run_1/drive_strength.png
(8 px per µm)
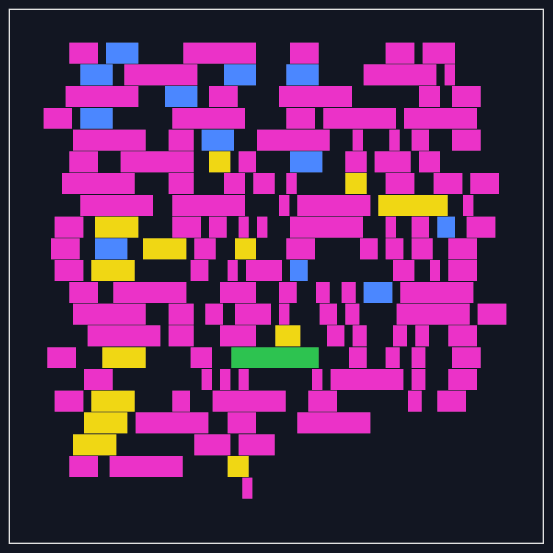
run_1/wire_density.png
(6 px per µm) The die is cut into 13 by 13 equal tiles; black is low, pale yellow is high, scaled to the fullest tile. Values are wire area over tile area, all layers added.
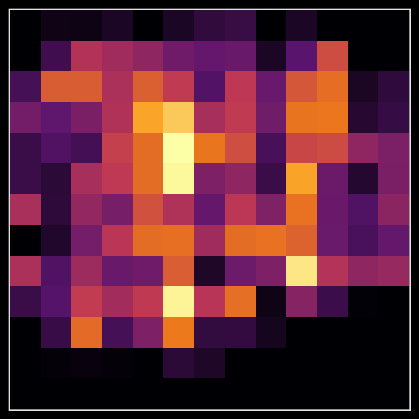
run_1/registers.png
(6 px per µm) Other sequential cells in the stronger gray, the rest of the logic in the fainter gray.
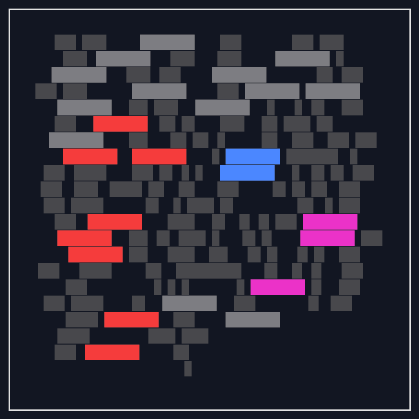
--- src/rtl/cmp_pkg.sv ---
// Shared definitions for the serial magnitude comparator.
//   state_e : controller state, 2-bit encoding {IDLE, SCAN, DONE}
//   RES_*   : one-hot result vectors laid out as {gt, eq, lt}
//   res_pack: packs the three slice flags into that layout
package cmp_pkg;

  typedef enum logic [1:0] {
    IDLE = 2'b00,
    SCAN = 2'b01,
    DONE = 2'b10
  } state_e;

  localparam logic [2:0] RES_NONE = 3'b000;
  localparam logic [2:0] RES_LT   = 3'b001;
  localparam logic [2:0] RES_EQ   = 3'b010;
  localparam logic [2:0] RES_GT   = 3'b100;

  function automatic logic [2:0] res_pack(input logic lt, input logic eq, input logic gt);
    return {gt, eq, lt};
  endfunction

endpackage

--- src/rtl/cmp2_slice.sv ---
// Combinational 2-bit magnitude compare.
//   i_a, i_b : 2-bit digits
//   o_lt     : i_a <  i_b
//   o_eq     : i_a == i_b
//   o_gt     : i_a >  i_b
module cmp2_slice (
  input  logic [1:0] i_a,
  input  logic [1:0] i_b,
  output logic       o_lt,
  output logic       o_eq,
  output logic       o_gt
);

  assign o_eq = (i_a == i_b);
  assign o_lt = (i_a <  i_b);
  assign o_gt = (i_a >  i_b);

endmodule

--- src/rtl/serial_mag_compare_ctrl.sv ---
// Serial magnitude comparator: walks two WIDTH-bit operands MSB-first, one 2-bit digit per
// cycle, through a single shared cmp2_slice, stopping at the first unequal digit.
//   clk, rst_n           : clock (rising edge), asynchronous active-low reset
//   in_valid/in_ready    : operand handshake, in_a/in_b sampled on accept only
//   flush                : synchronous abort, wins over accept and result handshake
//   out_valid/out_ready  : result handshake
//   a_less_b/a_equal_b/a_greater_b : one-hot result, all zero outside DONE
//   scan_cycles          : SCAN cycles spent on the current result
//   busy                 : controller not in IDLE
// Build option: define SIGNED_CMP_EN for two's complement operands (sign bit of the top digit
// inverted before the slice); leave undefined for an unsigned compare.
module serial_mag_compare_ctrl
  import cmp_pkg::*;
#(
  parameter int unsigned WIDTH = 8,
  parameter int unsigned CNT_W = $clog2(WIDTH / 2) + 1
) (
  input  logic             clk,
  input  logic             rst_n,
  input  logic             in_valid,
  output logic             in_ready,
  input  logic [WIDTH-1:0] in_a,
  input  logic [WIDTH-1:0] in_b,
  input  logic             flush,
  output logic             out_valid,
  input  logic             out_ready,
  output logic             a_less_b,
  output logic             a_equal_b,
  output logic             a_greater_b,
  output logic [CNT_W-1:0] scan_cycles,
  output logic             busy
);

  localparam int unsigned DIGITS = WIDTH / 2;
  localparam int unsigned IDX_W  = (DIGITS > 1) ? $clog2(DIGITS) : 1;
  localparam logic [IDX_W-1:0] IDX_TOP = IDX_W'(DIGITS - 1);

  state_e           r_state;
  state_e           w_state_next;
  logic [WIDTH-1:0] r_a;
  logic [WIDTH-1:0] r_b;
  logic [IDX_W-1:0] r_idx;
  logic [CNT_W-1:0] r_cnt;
  logic [2:0]       r_res;

  logic [1:0] w_dig_a;
  logic [1:0] w_dig_b;
  logic [1:0] w_slice_a;
  logic [1:0] w_slice_b;
  logic       w_lt;
  logic       w_eq;
  logic       w_gt;
  logic       w_accept;
  logic       w_scan_end;
  logic       w_release;

  // Digit mux feeding the single shared slice.
  always_comb begin
    w_dig_a = 2'b00;
    w_dig_b = 2'b00;
    for (int i = 0; i < int'(DIGITS); i++) begin
      if (r_idx == IDX_W'(i)) begin
        w_dig_a = r_a[2*i +: 2];
        w_dig_b = r_b[2*i +: 2];
      end
    end
  end

`ifdef SIGNED_CMP_EN
  // Flipping the sign bit maps two's complement order onto unsigned order.
  always_comb begin
    w_slice_a = w_dig_a;
    w_slice_b = w_dig_b;
    if (r_idx == IDX_TOP) begin
      w_slice_a[1] = ~w_dig_a[1];
      w_slice_b[1] = ~w_dig_b[1];
    end
  end
`else
  assign w_slice_a = w_dig_a;
  assign w_slice_b = w_dig_b;
`endif

  cmp2_slice u_slice (
    .i_a  (w_slice_a),
    .i_b  (w_slice_b),
    .o_lt (w_lt),
    .o_eq (w_eq),
    .o_gt (w_gt)
  );

  assign w_accept   = (r_state == IDLE) && in_valid && !flush;
  // Unequal digit decides; an equal last digit means the operands are equal.
  assign w_scan_end = (r_state == SCAN) && !flush && (!w_eq || (r_idx == '0));
  assign w_release  = (r_state == DONE) && (out_ready || flush);

  // FSM: state register
  always_ff @(posedge clk or negedge rst_n) begin
    if (!rst_n) begin
      r_state <= IDLE;
    end else begin
      r_state <= w_state_next;
    end
  end

  // FSM: next state
  always_comb begin
    w_state_next = r_state;
    if (flush) begin
      w_state_next = IDLE;
    end else begin
      unique case (r_state)
        IDLE:    if (in_valid) w_state_next = SCAN;
        SCAN:    if (!w_eq || (r_idx == '0)) w_state_next = DONE;
        DONE:    if (out_ready) w_state_next = IDLE;
        default: w_state_next = IDLE;
      endcase
    end
  end

  // FSM: outputs
  always_comb begin
    in_ready  = (r_state == IDLE) && !flush;
    out_valid = (r_state == DONE);
    busy      = (r_state != IDLE);
  end

  // Operand, index and scan counter registers
  always_ff @(posedge clk or negedge rst_n) begin
    if (!rst_n) begin
      r_a   <= '0;
      r_b   <= '0;
      r_idx <= '0;
      r_cnt <= '0;
    end else if (flush) begin
      r_cnt <= '0;
    end else if (w_accept) begin
      r_a   <= in_a;
      r_b   <= in_b;
      r_idx <= IDX_TOP;
      r_cnt <= '0;
    end else if (r_state == SCAN) begin
      r_cnt <= r_cnt + 1'b1;
      if (!w_scan_end) begin
        r_idx <= r_idx - 1'b1;
      end
    end
  end

  // Result register: non-zero only while in DONE.
  always_ff @(posedge clk or negedge rst_n) begin
    if (!rst_n) begin
      r_res <= RES_NONE;
    end else if (w_release || flush) begin
      r_res <= RES_NONE;
    end else if (w_scan_end) begin
      r_res <= res_pack(w_lt, w_eq, w_gt);
    end
  end

  assign a_less_b    = r_res[0];
  assign a_equal_b   = r_res[1];
  assign a_greater_b = r_res[2];
  assign scan_cycles = r_cnt;

endmodule
--- config.mk ---
export PLATFORM = sky130hd
export DESIGN_NAME = serial_mag_compare_ctrl
export DESIGN_NICKNAME = d
export VERILOG_FILES = /design/src/rtl/cmp_pkg.sv /design/src/rtl/cmp2_slice.sv /design/src/rtl/serial_mag_compare_ctrl.sv
export SDC_FILE = /design/constraint.sdc
export NUM_CORES = 1
export LEC_CHECK = 0
export CELL_PAD_IN_SITES_DETAIL_PLACEMENT = 1
export CELL_PAD_IN_SITES_GLOBAL_PLACEMENT = 1
export CORE_MARGIN = 4
export CORE_UTILIZATION = 40
export CTS_CLUSTER_DIAMETER = 80
export DETAILED_ROUTE_END_ITERATION = 8
export PLACE_DENSITY = 0.8
export SYNTH_ARGS = -nofsm -noshare
export SYNTH_HDL_FRONTEND = slang
export SYNTH_HIERARCHICAL = 1
export SYNTH_SLANG_ARGS = --single-unit
export TNS_END_PERCENT = 20
--- constraint.sdc ---
create_clock -name clk -period 4 [get_ports clk]
set_input_delay 0.8 -clock clk [delete_from_list [all_inputs] [get_ports clk]]
set_output_delay 0.8 -clock clk [all_outputs]
set_load 0.02 [all_outputs]
==> impl_metrics.ini, run 1 <==
; yosys + openroad results
[floorplan]
die_w_um = 66.6
core_area_um2 = 3340
tap-cell-count = 46
die_area_um2 = 4430
die_y_um = 66.6

[power_and_ir_drop]
p_clk_mw = 0.185
ir_worst_vdd_mv = 0.261
power_mw = 1.21
p_sw_share_pct = 35.9
top_power_group = combinational logic
p_leak_nw = 0.757
clkPwrFrac_pct = 15.2
p_per_area_nw_per_um2 = 695
pg_seq_mw = 0.449

[clocking]
hold_buffers = 0
cts_buffer_depth = 2
path_clk_slew_ps = 150
clk_latency_ps = 340
h-tree-depth = 1
numCtsBuffers = 3

[layout]
n_fill_cell = 375
flop-count = 26
layout.area.top_class = multi-input combinational cells
buf_share_pct = 17.0
clock_cell_area_share_pct = 3.01
reg.largest.list = r_a (8), r_b (8)
layout_top_cell = clkdlybuf4s50_1
mostFrequentLayoutCells = clkdlybuf4s50_1, dfrtp_1, mux2_2, nor2b_1
area.growth.synth_to_final_pct = 27.3
drive_gt1_share_pct = 17.9

[detailed_routing]
wl_met1_mm = 1.13
viasPerCell = 5.10
top_layer = met4

[critical_path]
path_buffers = 2
cp_common_cell = clkdlybuf4s50_1
critPathCaptureType = output port
critPathMaxStageDelay_ps = 610
r2r-start = r_idx[0]
crit_path_end = in_ready
r2r_end = r_idx[1]
worstSetupStartpointType = input pin
worstPathArrival_ps = 2160
critPathMaxFanout = 8

[synth]
simple_gate_area_share_pct = 14.3
synthMuxAreaShare_pct = 17.2
yosysCellCount = 115
yosysUniqueCellTypes = 30
synthArstFlopShare_pct = 100
top_area_share_pct = 47.4
yosysChipArea_um2 = 1370
avgSynthCellArea_um2 = 11.9
topCellsByArea = dfrtp_1, mux2_4, mux2_2
ff_type = dfrtp_1
synthTopLogicFamily = multiplexers
yosysSeqAreaShare_pct = 47.4
top_cell = dfrtp_1
syn-num-nets = 143

[timing]
worstMarginPinSlew_ps = 1160
fin_worst_skew_ps = 9.01
timing.final.crit_share_pct = 74.0
fin_crit_ps = 2960
relSlewSlack_pct = 22.3

[placed_design]
placed_area_um2 = 1690
port_buffers = 29
place.gp.congestion = 0.675
place_ws_ps = 1020

[hold_path]
hp-class = flip-flop to flip-flop
hold_end = r_b[3]
hp-start = r_b[3]

[grt]
met1_usage_pct = 14.9
grt_pass1_wl_mm = 4.60
grt_overflow = 0
gr-max-usage-layer = met2
antenna_found_initial = 0

[job]
warning_count = 29

[status]
outcome = finished clean
About drive_strength.png:
| color | size | cells |
|---|---|---|
| green | drive 6 and up | 1 |
| yellow | drive 3 to 4 | 13 |
| blue | drive 2 | 12 |
| magenta | drive 1 or less | 119 |
bufs w/o clock: 30
setup ws final: 1040 ps
Final Cell Area: 1750 µm²

About wire_density.png:
nearly empty tiles: 24%
tiles over half the peak: 23%
densest ninth of the die: middle
mean over tiles: 0.099
DR vias: 974
GRT Util Overall: 13.8%
final WL: 2.78 mm
wire length per cell: 14.5 µm

About registers.png:
| color | netlist name | flops |
|---|---|---|
| red | r_a | 8 |
| blue | r_state | 2 |
| magenta | r_res | 3 |
not colored: 13
flop share of the area: 37.2%
fin util: 52.3%
Reg area: 651 µm²

run_1/met3.png
(8 px per µm)
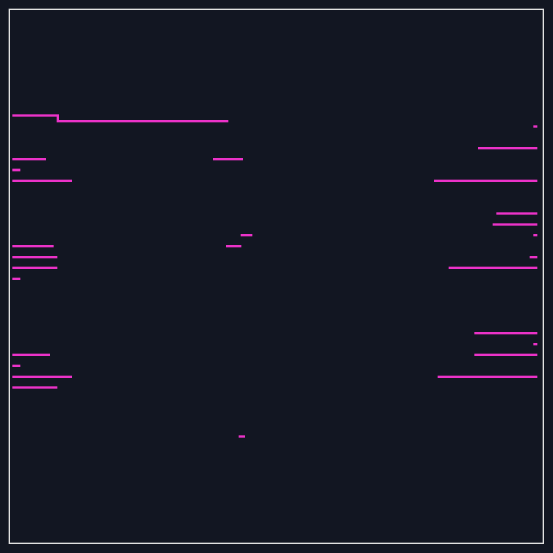

==> inputs of run 2 (changes only) <==
--- a/config.mk
+++ b/config.mk
@@ -8,10 +8,10 @@
 export CELL_PAD_IN_SITES_DETAIL_PLACEMENT = 1
 export CELL_PAD_IN_SITES_GLOBAL_PLACEMENT = 1
 export CORE_MARGIN = 4
-export CORE_UTILIZATION = 40
+export CORE_UTILIZATION = 35
 export CTS_CLUSTER_DIAMETER = 80
 export DETAILED_ROUTE_END_ITERATION = 8
-export PLACE_DENSITY = 0.8
+export PLACE_DENSITY = 0.74
 export SYNTH_ARGS = -nofsm -noshare
 export SYNTH_HDL_FRONTEND = slang
 export SYNTH_HIERARCHICAL = 1
==> constraint.sdc (replaced) <==
create_clock -name clk -period 2.7 [get_ports clk]
set_input_delay 0.54 -clock clk [delete_from_list [all_inputs] [get_ports clk]]
set_output_delay 0.54 -clock clk [all_outputs]
set_load 0.02 [all_outputs]
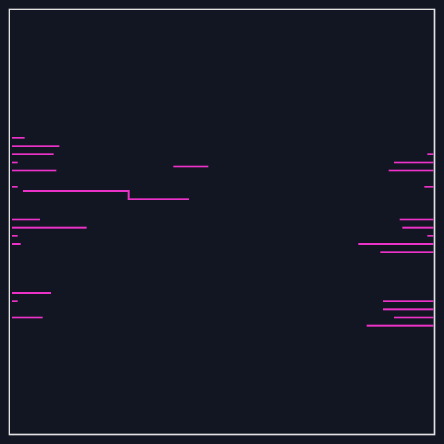
run_2/met3.png
(6 px per µm)
nets with wire on the layer: 27
main direction: horizontal
longest straight run: 17.5 µm
met3 usage: 3.13%
final WL: 2.94 mm
DR vias: 999

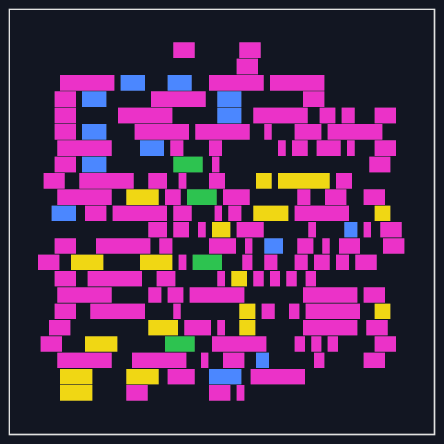
run_2/drive_strength.png
(6 px per µm)
| color | size | cells |
|---|---|---|
| magenta | drive 1 or less | 116 |
| green | drive 6 and up | 4 |
| blue | drive 2 | 13 |
| yellow | drive 3 to 4 | 17 |
Final Cell Area: 1810 µm²
bufs w/o clock: 35

==> run 2 against run 1 <==
  * Clock skew down 6.0 ps
  * Flip-flop count stayed put
  * Count of clock-buffer cells in the layout rose by 1
  * Area after synthesis stayed put
  * Critical path type is now flip-flop to flip-flop
  * Largest power group unchanged
  * Highest routed layer unchanged
==> impl_metrics.ini, run 2 <==
; yosys + openroad results
[timing]
worstMarginPinSlew_ps = 402
fin_worst_skew_ps = 3.01
fin_crit_ps = 2460

[clocking]
cts_buffer_depth = 2
clk_latency_ps = 260

[critical_path]
critPathMaxFanout = 5
critPathMaxStageDelay_ps = 380

[synth]
synthArstFlopShare_pct = 100
avgSynthCellArea_um2 = 11.9
synthTopLogicFamily = multiplexers
syn-num-nets = 143
yosysUniqueCellTypes = 30
topCellsByArea = dfrtp_1, mux2_4, mux2_2
yosysCellCount = 115
top_area_share_pct = 47.4
top_cell = dfrtp_1

[placed_design]
place.gp.congestion = 0.786

[grt]
gr-max-usage-layer = met2
grt_pass1_wl_mm = 5.13
met1_usage_pct = 15.2
grtUsageTotal_pct = 12.4

[layout]
area.growth.synth_to_final_pct = 31.7
reg.largest.list = r_a (8), r_b (8)
final_core_util_pct = 48.7
seq-cell-share_pct = 36.0
clock_cell_area_share_pct = 3.04
layout_top_cell = clkdlybuf4s50_1
n_fill_cell = 415

[floorplan]
core_area_um2 = 3720

[hold_path]
hp-start = r_b[0]
hp-class = flip-flop to flip-flop

[power_and_ir_drop]
p_leak_nw = 0.783
p_per_area_nw_per_um2 = 1010
clkPwrFrac_pct = 13.6
top_power_group = combinational logic

[detailed_routing]
wl_per_cell_um = 14.9

[status]
outcome = finished clean
run_2/final_clocks.png
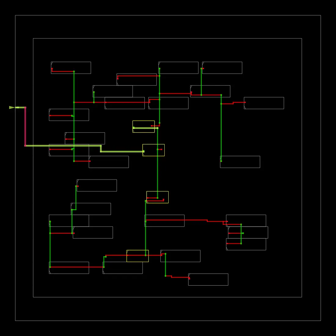

==> inputs of run 3 (changes only) <==
--- a/config.mk
+++ b/config.mk
@@ -11,9 +11,8 @@
 export CORE_UTILIZATION = 35
 export CTS_CLUSTER_DIAMETER = 80
 export DETAILED_ROUTE_END_ITERATION = 8
-export PLACE_DENSITY = 0.74
+export PLACE_DENSITY_LB_ADDON = 0.1
 export SYNTH_ARGS = -nofsm -noshare
 export SYNTH_HDL_FRONTEND = slang
 export SYNTH_HIERARCHICAL = 1
 export SYNTH_SLANG_ARGS = --single-unit
-export TNS_END_PERCENT = 20
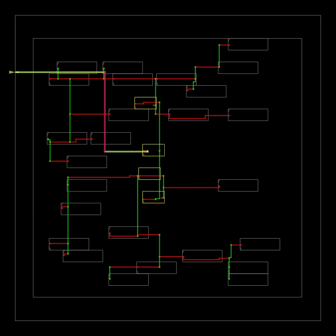
run_3/final_clocks.png
clk ins delay skew pair: 270 ps
skew final: 8.29 ps
seq_cells: 26

==> run 3 against run 2 <==
  * Routed wire length fell by 8.6%
  * Total power fell by 2.2%
  * Setup slack improved by 23 ps
  * Non-clock buffer count fell by 3
  * Clock skew rose by 5.3 ps
  * Largest cell class unchanged
  * Count of clock-buffer cells in the layout did not move
  * Area after synthesis did not move
  * Fmax rose by 0.93%
  * Combinational power fell by 5.3%
  * Critical path depth fell by 1
==> impl_metrics.ini, run 3 <==
; yosys + openroad results
[status]
outcome = finished clean

[layout]
layout_top_cell = clkdlybuf4s50_1
finalInstanceArea_um2 = 1780
comb_share_pct = 38.2
register_area_um2 = 651
seq-cell-share_pct = 36.5
final_core_util_pct = 47.9
n_fill_cell = 429
drive_gt1_share_pct = 19.7
mostFrequentLayoutCells = clkdlybuf4s50_1, dfrtp_1, mux2_2
reg.largest.list = r_a (8), r_b (8)
area.growth.synth_to_final_pct = 29.7
buf_share_pct = 17.6
diodes = 0
signal_buffers = 32
inv_count = 6
clock_cell_area_share_pct = 3.09

[clocking]
h-tree-depth = 1
cts_tree = done
cts_root_buffer = clkbuf_8
hold_buffers = 0
cts_buffer_depth = 2

[critical_path]
worstSetupStartpointType = flip-flop
cp_cell_sequence = inv_1, ha_1, nor2b_4, a221oi_1, o31ai_1, ha_1, and2_4, nand2b_1, nor3_4, or2_2
critPathMaxFanout = 5
critPathMaxStageDelay_ps = 410
crit_start = r_idx[1]
cp_common_cell = ha_1
worstPathArrival_ps = 2600
critPathRequiredTime_ps = 2870

[synth]
edf_count = 0
yosysUniqueCellTypes = 30
ff_type = dfrtp_1
syn-num-nets = 143
top_cell = dfrtp_1
synthArstFlopShare_pct = 100
topCellsByArea = dfrtp_1, mux2_4, mux2_2
top_area_share_pct = 47.4
avgSynthCellArea_um2 = 11.9
yosysWarnings = 6
synthTopLogicFamily = multiplexers
synth_cells = 115
synthMuxAreaShare_pct = 17.2
yosysCellCount = 115

[timing]
layout_setup_ws_ps = 264
hold_viol_final = 0
fin_crit_ps = 2440
maxSlewViolCount = 0
worstMarginPinSlew_ps = 432
fin_tns_setup_ps = 0

[hold_path]
hold_end = r_b[4]
hp-class = flip-flop to flip-flop
hp-start = r_b[4]

[floorplan]
core_area_um2 = 3720
die_w_um = 70.6

[grt]
grtUsageTotal_pct = 11.6
grt_pass1_vias = 1012
grt_overflow = 0
grt_pass1_wl_mm = 4.73
gr-max-usage-layer = met2
met1_usage_pct = 14.5

[placed_design]
place.gp.congestion = 0.733
placed_area_um2 = 1710

[power_and_ir_drop]
p_leak_nw = 0.772
top_power_group = combinational logic
seq_power_share_pct = 37.3
clkPwrFrac_pct = 14.2
p_sw_share_pct = 36.5
power_mw = 1.79
p_per_area_nw_per_um2 = 1010
comb_power_mw = 0.869

[job]
warning_count = 29

[detailed_routing]
drcViolationCount = 0
wl_per_cell_um = 13.8
wl_met1_mm = 1.19
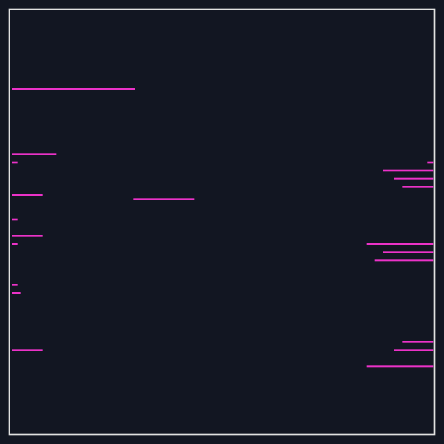
run_3/met3.png
(6 px per µm)
share of all routed wire: 4.7%
wire length on this layer: 126 µm
nets with wire on the layer: 20
final WL: 2.69 mm
met3 usage: 2.27%
DR vias: 986

Power and IR drop assume default switching activity.
